==> src/rtl/legv8_mc_sequencer.sv <==
// Multi-cycle FETCH/DECODE/EXEC/MEM/WB control sequencer for the LEGv8 datapath.
// Optional memory wait timeout is enabled by defining SEQ_MEM_TIMEOUT_EN.
module legv8_mc_sequencer #(
  parameter int unsigned TIMEOUT_CYCLES = 16
) (
  input  logic        i_clk,
  input  logic        i_rst,
  input  logic [10:0] i_opCode,
  input  logic [3:0]  i_bCond,
  input  logic        i_Z,
  input  logic        i_N,
  input  logic        i_memReady,
  output logic        o_irWr,
  output logic        o_pcWr,
  output logic [1:0]  o_pcSrc,
  output logic        o_memAddrSel,
  output logic        o_memRd,
  output logic        o_memWr,
  output logic        o_reg2Sel,
  output logic        o_rfWr,
  output logic [1:0]  o_wrDataSel,
  output logic [1:0]  o_SEU,
  output logic        o_ALUSrcB,
  output logic [3:0]  o_ALUOp,
  output logic [2:0]  o_state,
  output logic        o_illegal,
  output logic        o_memErr
);

  typedef enum logic [2:0] {
    StFetch  = 3'd0,
    StDecode = 3'd1,
    StExec   = 3'd2,
    StMem    = 3'd3,
    StWb     = 3'd4
  } state_e;

  typedef enum logic [4:0] {
    InB, InBl, InBcond, InCbz, InCbnz, InAddi, InSubi, InSubis, InAdd, InSub,
    InAnd, InOrr, InLsl, InLsr, InAdds, InSubs, InBr, InStur, InLdur, InIllegal
  } instr_e;

  localparam logic [3:0] AluAdd  = 4'd0;
  localparam logic [3:0] AluSub  = 4'd1;
  localparam logic [3:0] AluAnd  = 4'd2;
  localparam logic [3:0] AluOrr  = 4'd3;
  localparam logic [3:0] AluLsl  = 4'd6;
  localparam logic [3:0] AluLsr  = 4'd7;
  localparam logic [3:0] AluPass = 4'd8;

  state_e state_q, state_d;
  instr_e instr;
  logic   flag_z_q, flag_z_d, flag_n_q, flag_n_d;
  logic   bcond_taken;

`ifdef SEQ_MEM_TIMEOUT_EN
  localparam int unsigned CntW = $clog2(TIMEOUT_CYCLES + 1);
  logic [CntW-1:0] cnt_q, cnt_d;
`else
  logic [31:0] unused_timeout;
  assign unused_timeout = TIMEOUT_CYCLES;
`endif

  always_comb begin
    instr = InIllegal;
    if      (i_opCode == 11'b10001011000) instr = InAdd;
    else if (i_opCode == 11'b11001011000) instr = InSub;
    else if (i_opCode == 11'b10001010000) instr = InAnd;
    else if (i_opCode == 11'b10101010000) instr = InOrr;
    else if (i_opCode == 11'b11010011011) instr = InLsl;
    else if (i_opCode == 11'b11010011010) instr = InLsr;
    else if (i_opCode == 11'b10101011000) instr = InAdds;
    else if (i_opCode == 11'b11101011000) instr = InSubs;
    else if (i_opCode == 11'b11010110000) instr = InBr;
    else if (i_opCode == 11'b11111000000) instr = InStur;
    else if (i_opCode == 11'b11111000010) instr = InLdur;
    else if (i_opCode[10:1] == 10'b1001000100) instr = InAddi;
    else if (i_opCode[10:1] == 10'b1101000100) instr = InSubi;
    else if (i_opCode[10:1] == 10'b1111000100) instr = InSubis;
    else if (i_opCode[10:3] == 8'b01010100) instr = InBcond;
    else if (i_opCode[10:3] == 8'b10110100) instr = InCbz;
    else if (i_opCode[10:3] == 8'b10110101) instr = InCbnz;
    else if (i_opCode[10:5] == 6'b000101) instr = InB;
    else if (i_opCode[10:5] == 6'b100101) instr = InBl;
  end

  // B.cond looks only at the registered flags, never the live ALU flags.
  always_comb begin
    case (i_bCond)
      4'b0000: bcond_taken = flag_z_q;
      4'b0001: bcond_taken = !flag_z_q;
      4'b1010: bcond_taken = !flag_n_q;
      4'b1011: bcond_taken = flag_n_q;
      4'b1100: bcond_taken = !flag_z_q && !flag_n_q;
      4'b1101: bcond_taken = flag_z_q || flag_n_q;
      4'b1110: bcond_taken = 1'b1;
      default: bcond_taken = 1'b0;
    endcase
  end

  always_comb begin
    state_d      = state_q;
    flag_z_d     = flag_z_q;
    flag_n_d     = flag_n_q;
    o_irWr       = 1'b0;
    o_pcWr       = 1'b0;
    o_pcSrc      = 2'd0;
    o_memAddrSel = 1'b0;
    o_memRd      = 1'b0;
    o_memWr      = 1'b0;
    o_reg2Sel    = 1'b0;
    o_rfWr       = 1'b0;
    o_wrDataSel  = 2'd0;
    o_SEU        = 2'd0;
    o_ALUSrcB    = 1'b0;
    o_ALUOp      = AluAdd;
    o_illegal    = 1'b0;
    o_memErr     = 1'b0;
    o_state      = state_q;
`ifdef SEQ_MEM_TIMEOUT_EN
    cnt_d        = '0;
`endif

    case (state_q)
      StFetch: begin
        o_memRd = 1'b1;
        if (i_memReady) begin
          o_irWr  = 1'b1;
          o_pcWr  = 1'b1;
          state_d = StDecode;
        end
      end
      StDecode: begin
        if (instr == InIllegal) begin
          o_illegal = 1'b1;
          state_d   = StFetch;
        end else begin
          state_d = StExec;
        end
      end
      StExec: begin
        state_d = StWb;
        case (instr)
          InAdd, InAdds: o_ALUOp = AluAdd;
          InSub, InSubs: o_ALUOp = AluSub;
          InAnd:         o_ALUOp = AluAnd;
          InOrr:         o_ALUOp = AluOrr;
          InLsl:         o_ALUOp = AluLsl;
          InLsr:         o_ALUOp = AluLsr;
          InAddi: o_ALUSrcB = 1'b1;
          InSubi, InSubis: begin
            o_ALUSrcB = 1'b1;
            o_ALUOp   = AluSub;
          end
          InLdur, InStur: begin
            o_ALUSrcB = 1'b1;
            o_SEU     = 2'd1;
            o_reg2Sel = (instr == InStur);
            state_d   = StMem;
          end
          InB, InBl: begin
            o_SEU   = 2'd2;
            o_pcWr  = 1'b1;
            o_pcSrc = 2'd1;
            // PC already advanced in FETCH, so the link value is PC+4.
            if (instr == InBl) begin
              o_rfWr      = 1'b1;
              o_wrDataSel = 2'd2;
            end
            state_d = StFetch;
          end
          InBr: begin
            o_pcWr  = 1'b1;
            o_pcSrc = 2'd2;
            state_d = StFetch;
          end
          InCbz, InCbnz: begin
            o_SEU     = 2'd3;
            o_reg2Sel = 1'b1;
            o_ALUOp   = AluPass;
            if ((instr == InCbz) == i_Z) begin
              o_pcWr  = 1'b1;
              o_pcSrc = 2'd1;
            end
            state_d = StFetch;
          end
          InBcond: begin
            o_SEU = 2'd3;
            if (bcond_taken) begin
              o_pcWr  = 1'b1;
              o_pcSrc = 2'd1;
            end
            state_d = StFetch;
          end
          default: state_d = StFetch;
        endcase
        if (instr == InSubis || instr == InAdds || instr == InSubs) begin
          flag_z_d = i_Z;
          flag_n_d = i_N;
        end
      end
      StMem: begin
        o_memAddrSel = 1'b1;
        if (instr == InLdur) begin
          o_memRd = 1'b1;
        end else begin
          o_memWr   = 1'b1;
          o_reg2Sel = 1'b1;
        end
        if (i_memReady) state_d = (instr == InLdur) ? StWb : StFetch;
      end
      StWb: begin
        o_rfWr      = 1'b1;
        o_wrDataSel = (instr == InLdur) ? 2'd0 : 2'd1;
        state_d     = StFetch;
      end
      default: state_d = StFetch;
    endcase

`ifdef SEQ_MEM_TIMEOUT_EN
    // Abandon the access on the TIMEOUT_CYCLES-th consecutive wait cycle.
    if ((state_q == StFetch || state_q == StMem) && !i_memReady) begin
      if (cnt_q == CntW'(TIMEOUT_CYCLES - 1)) begin
        o_memErr = 1'b1;
        state_d  = StFetch;
      end else begin
        cnt_d = cnt_q + 1'b1;
      end
    end
`endif

    if (i_rst) begin
      o_irWr       = 1'b0;
      o_pcWr       = 1'b0;
      o_pcSrc      = 2'd0;
      o_memAddrSel = 1'b0;
      o_memRd      = 1'b0;
      o_memWr      = 1'b0;
      o_reg2Sel    = 1'b0;
      o_rfWr       = 1'b0;
      o_wrDataSel  = 2'd0;
      o_SEU        = 2'd0;
      o_ALUSrcB    = 1'b0;
      o_ALUOp      = AluAdd;
      o_illegal    = 1'b0;
      o_memErr     = 1'b0;
      o_state      = StFetch;
    end
  end

  always_ff @(posedge i_clk) begin
    if (i_rst) begin
      state_q  <= StFetch;
      flag_z_q <= 1'b0;
      flag_n_q <= 1'b0;
`ifdef SEQ_MEM_TIMEOUT_EN
      cnt_q    <= '0;
`endif
    end else begin
      state_q  <= state_d;
      flag_z_q <= flag_z_d;
      flag_n_q <= flag_n_d;
`ifdef SEQ_MEM_TIMEOUT_EN
      cnt_q    <= cnt_d;
`endif
    end
  end

endmodule

==> config.mk <==
export PLATFORM = sky130hd
export DESIGN_NAME = legv8_mc_sequencer
export DESIGN_NICKNAME = d
export VERILOG_FILES = /design/src/rtl/legv8_mc_sequencer.sv
export SDC_FILE = /design/constraint.sdc
export NUM_CORES = 1
export LEC_CHECK = 0
export CAP_MARGIN = 20
export CORE_MARGIN = 2
export CORE_UTILIZATION = 54
export CTS_CLUSTER_SIZE = 30
export DETAILED_ROUTE_END_ITERATION = 6
export DONT_BUFFER_PORTS = 1
export GPL_TIMING_DRIVEN = 0
export PLACE_DENSITY_LB_ADDON = 0.05
export SETUP_SLACK_MARGIN = 0.02
export SYNTH_ARGS = -nofsm -noshare
export SYNTH_HDL_FRONTEND = slang
export SYNTH_SLANG_ARGS = --single-unit
==> constraint.sdc <==
create_clock -name i_clk -period 3.4 [get_ports i_clk]
set_input_delay 0.51 -clock i_clk [delete_from_list [all_inputs] [get_ports i_clk]]
set_output_delay 0.51 -clock i_clk [all_outputs]
set_load 0.01 [all_outputs]
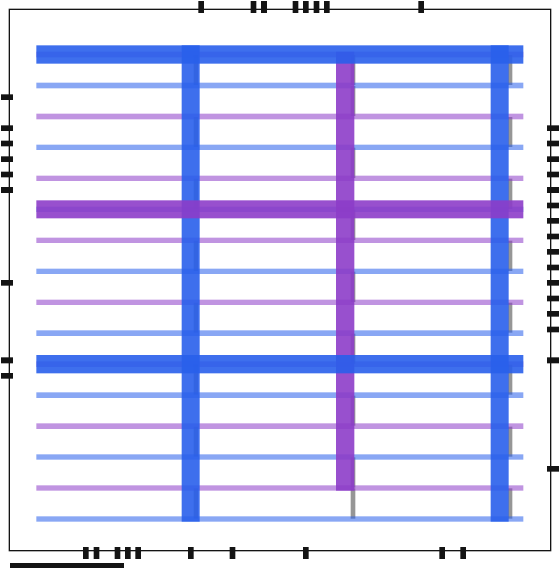
Fig. 1. Floorplan with the power grid (run 1).
The bar under the picture is 10 um long. Pins as bars on the die edge. Tap cells in grey.
purple -> VDD
blue -> VSS
met5 straps = 3
met4 straps = 3
tap cells = 25
DIE HEIGHT: 47.43 um
Core Area: 1745 sq um
VDD IR max: 0.2219 mV
die width: 47.43 um

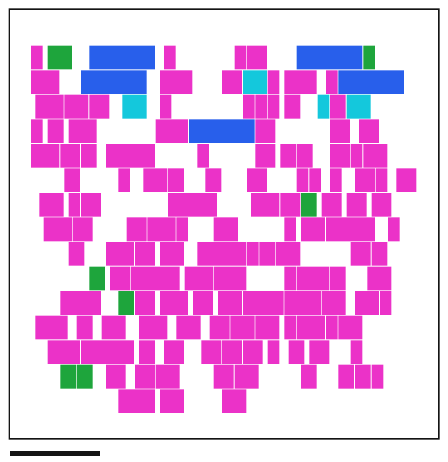
Fig. 2. Placement by cell class (run 1).
The bar under the picture is 10 um long.
green -> remaining buffers and delay cells  # cells 7
cyan -> clock drivers and dummy loads  # cells 4
blue -> sequential cells  # cells 5
magenta -> remaining logic cells  # cells 131
sequential share of cell area: 0.09302
post-layout util: 0.6165
Final Cell Area: 1076 sq um
FP Rows: 15

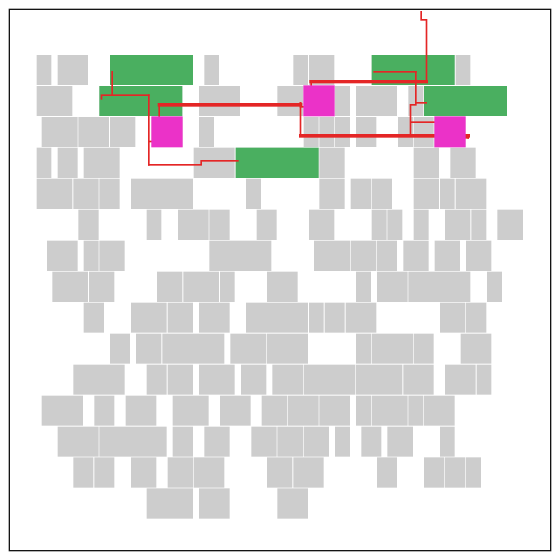
Fig. 3. Routed clock nets over the placement (run 1).
red -> clock wires  # length 91.5 um
green -> flip-flops  # count 5
magenta -> clock-net drivers  # count 3
routed clock nets = 4
clock power share: 0.389
clk latency late pin: 0.25 ns
Clk. pwr: 0.0708 mW

==> job_summary.md, run 1 <==
### Flow metrics

| Metric | Value |
|---|---|
| Status | `finished, final reports clean` |
| Syn Inst Count | `143` |
| Combinational cell power | `0.0513 mW` |
| Met3 usage | `0.07925` |
| Worst reg2reg path endpoint | `state_q[1]$_SDFFE_PP0P_` |
| Area share, top type | `0.09828` |
| Setup TNS Final | `0 ns` |
| Via density | `6.663` |
| ANT cells | `0` |
| Crit path capture type | `output pin` |
| H-tree Lvls | `1` |
| Slew Limit Headroom | `0.6302` |
| Initial detailed-routing violation count | `35` |
| Vias in the first global route | `977` |
| Seq. pwr | `0.0602 mW` |
| DR WL/cell | `between 15 and 20 um` |
| Worst path bufs/invs | `2` |
| Crit. path cell count | `8` |
| Reg2Reg Depth | `5` |
| Worst Path Required | `2.89 ns` |
| Compound-cell area share of the yosys netlist | `0.2359` |
| DRT met1 WL | `~1.3 mm` |
| Cts repair resizes | `0` |
| Peak Freq | `322.0 MHz` |
| Reg power frac | `0.330` |
| Met1 usage in global routing | `0.3597` |
==> run 1: state kept, by name, indices dropped and copies added, names as in the netlist <==
register	count
flag_z_q	1
state_q	3
flag_n_q	1
==> run 1: cell usage after synthesis (3+ instances only) <==
cell type	n
nor4_1	4
or2_1	3
a22oi_1	3
o21ai_0	3
nor2b_1	5
nand2b_1	3
nor2_1	11
inv_1	3
nand3_1	6
a21oi_1	8
o31ai_1	4
mux2i_1	4
o21a_1	3
buf_2	5
nand2_1	13
and3_1	8
dfxtp_1	5
or3_1	3
==> run 1: worst min-delay path by stage <==
stage,start,to,depth (start not counted)
2_1_floorplan,flag_n_q$_SDFFE_PP0P_,flag_n_q$_SDFFE_PP0P_,2
3_3_place_gp,flag_n_q$_SDFFE_PP0P_,flag_n_q$_SDFFE_PP0P_,2
3_5_place_dp,flag_n_q$_SDFFE_PP0P_,flag_n_q$_SDFFE_PP0P_,2
4_1_cts,i_rst,flag_n_q$_SDFFE_PP0P_,1
5_1_grt,i_rst,flag_z_q$_SDFFE_PP0P_,1
6_report,i_rst,flag_n_q$_SDFFE_PP0P_,1
==> run 1: cell type report <==
type / instances / area, sq um / area share
flip-flops and latches: 5 / 100.1 / 0.09302
clock buffers: 4 / 26.28 / 0.02442
well taps: 25 / 31.28 / 0.02907
inverters: 4 / 15.01 / 0.01395
multi-input cells: 127 / 867.1 / 0.8058
plain buffers: 7 / 36.28 / 0.03372
==> run 1: through the flow <==
step           power, mW  worst slack [ns]  area [sq um]
2_1_floorplan     0.1042            0.4925          1018
3_3_place_gp      0.1108            0.3345          1050
3_5_place_dp      0.1117            0.3146          1050
4_1_cts           0.1819            0.3146          1076
5_1_grt           0.1930            0.2031          1076
6_report          0.1822            0.2940          1076
==> run 2: changes to the inputs <==
SKIP_CTS_REPAIR_TIMING = 1   (was default)
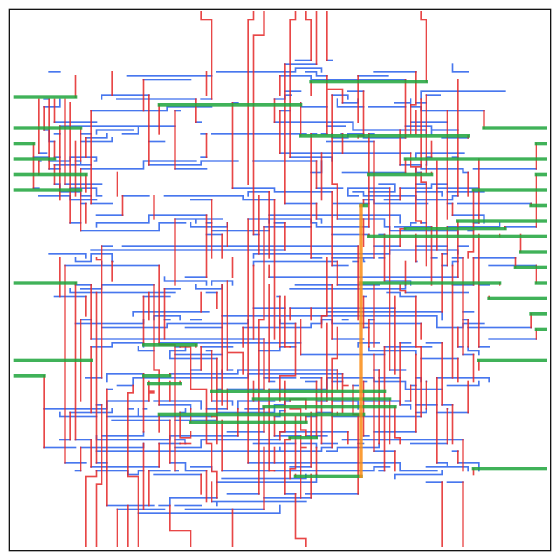
Fig. 4. Wiring by layer (run 2).
blue -> M1  # wire length 1,300 um
green -> M3  # wire length 266 um
orange -> M4  # wire length 23.8 um
red -> M2  # wire length 1,180 um
final wirelength: 2.763 mm
DR WL/cell: 16.06 um

==> run 2 against run 1 <==
Clock skew is the same; global-route usage unchanged; via count unchanged; critical path depth is the same; first-iteration DRC count stayed put; register-to-register slack about the same; critical path type unchanged; count of clock-buffer cells in the layout is the same.
==> job_summary.md, run 2 <==
### Flow metrics

| Metric | Value |
|---|---|
| Most numerous cell in the Yosys netlist | `nand2_1 (unchanged)` |
| Hold path depth | `1 (unchanged)` |
| Syn Inst Count | `143 (unchanged)` |
| Setup TNS Final | `0 ns (unchanged)` |
| FP Rows | `15 (unchanged)` |
| Worst Path Required | `2.89 ns (about the same)` |
| Post-layout util | `0.6165 (unchanged)` |
| Status | `finished, final reports clean (unchanged)` |
| Design Power | `0.1822 mW (unchanged)` |
| Max reg flops | `3 (unchanged)` |
| Synth cell count leaders | `nand2_1 (13), nor2_1 (11), a21oi_1 (8), and3_1 (8), nand3_1 (6) (unchanged)` |
| Pre-CTS setup slack | `0.3146 ns (unchanged)` |
| Slew Limit Headroom | `0.6302 (unchanged)` |
| Clock power share | `0.389 (about the same)` |
| Area share, top type | `0.09828 (unchanged)` |
| Core Area | `1745 sq um (unchanged)` |
| Clk latency late pin | `0.25 ns (about the same)` |
| Initial detailed-routing violation count | `35 (unchanged)` |
| ANT cells | `0 (unchanged)` |
| Crit. path cell count | `8 (unchanged)` |
| Reg2Reg Depth | `5 (unchanged)` |
| Via density | `6.663 (unchanged)` |
## run 2: per-layer routing
layer  vias up  global-route usage  routed length, um
met1       529              0.3597               1298
li1        554                   -                  -
met3         3             0.07925                265
met4         0             0.02778                 23
met2        60              0.4000               1175
met5         -                   0                  0
## run 2: power groups by stage
stage                     clock (mW)  sequential [mW]  combinational [mW]
final                         0.0708           0.0602              0.0513
after detailed placement           0           0.0612              0.0505
after global placement             0           0.0612              0.0496
after floorplan                    0           0.0611              0.0431
after CTS                     0.0711           0.0601              0.0507
after global routing          0.0767           0.0602              0.0561
## run 2: worst register-to-register path: stages (launching register included)
cell	delay, ns
dfxtp_1	0.43
inv_1	0.11
nor2_1	0.21
nand2_1	0.12
buf_2	0.22
o22ai_1	0.17
## run 2: final cells by class
type                    count  area share
clock buffers               4     0.02442
plain buffers               7     0.03372
flip-flops and latches      5     0.09302
inverters                   4     0.01395
multi-input cells         127      0.8058
well taps                  25     0.02907
## run 2: kinds of logic (layout without fill, tap and decap cells)
group | after synthesis | count (layout) | share of synthesized area
other cells | 1 | 1 | 0.003682
mux | 5 | 5 | 0.05405
xor+xnor | 2 | 2 | 0.01720
buf+inv | 11 | 15 | 0.05036
simple gates | 86 | 86 | 0.5406
flops | 5 | 5 | 0.09828
compound gates | 33 | 33 | 0.2359
## run 2: final timing paths
kind,end,slack (ns)
setup / recovery,o_pcWr,0.29
hold / removal,flag_n_q$_SDFFE_PP0P_,0.33
setup reg to reg,state_q[1]$_SDFFE_PP0P_,2.07
hold reg to reg,flag_n_q$_SDFFE_PP0P_,0.55
Power is estimated from default activity; no workload was simulated.
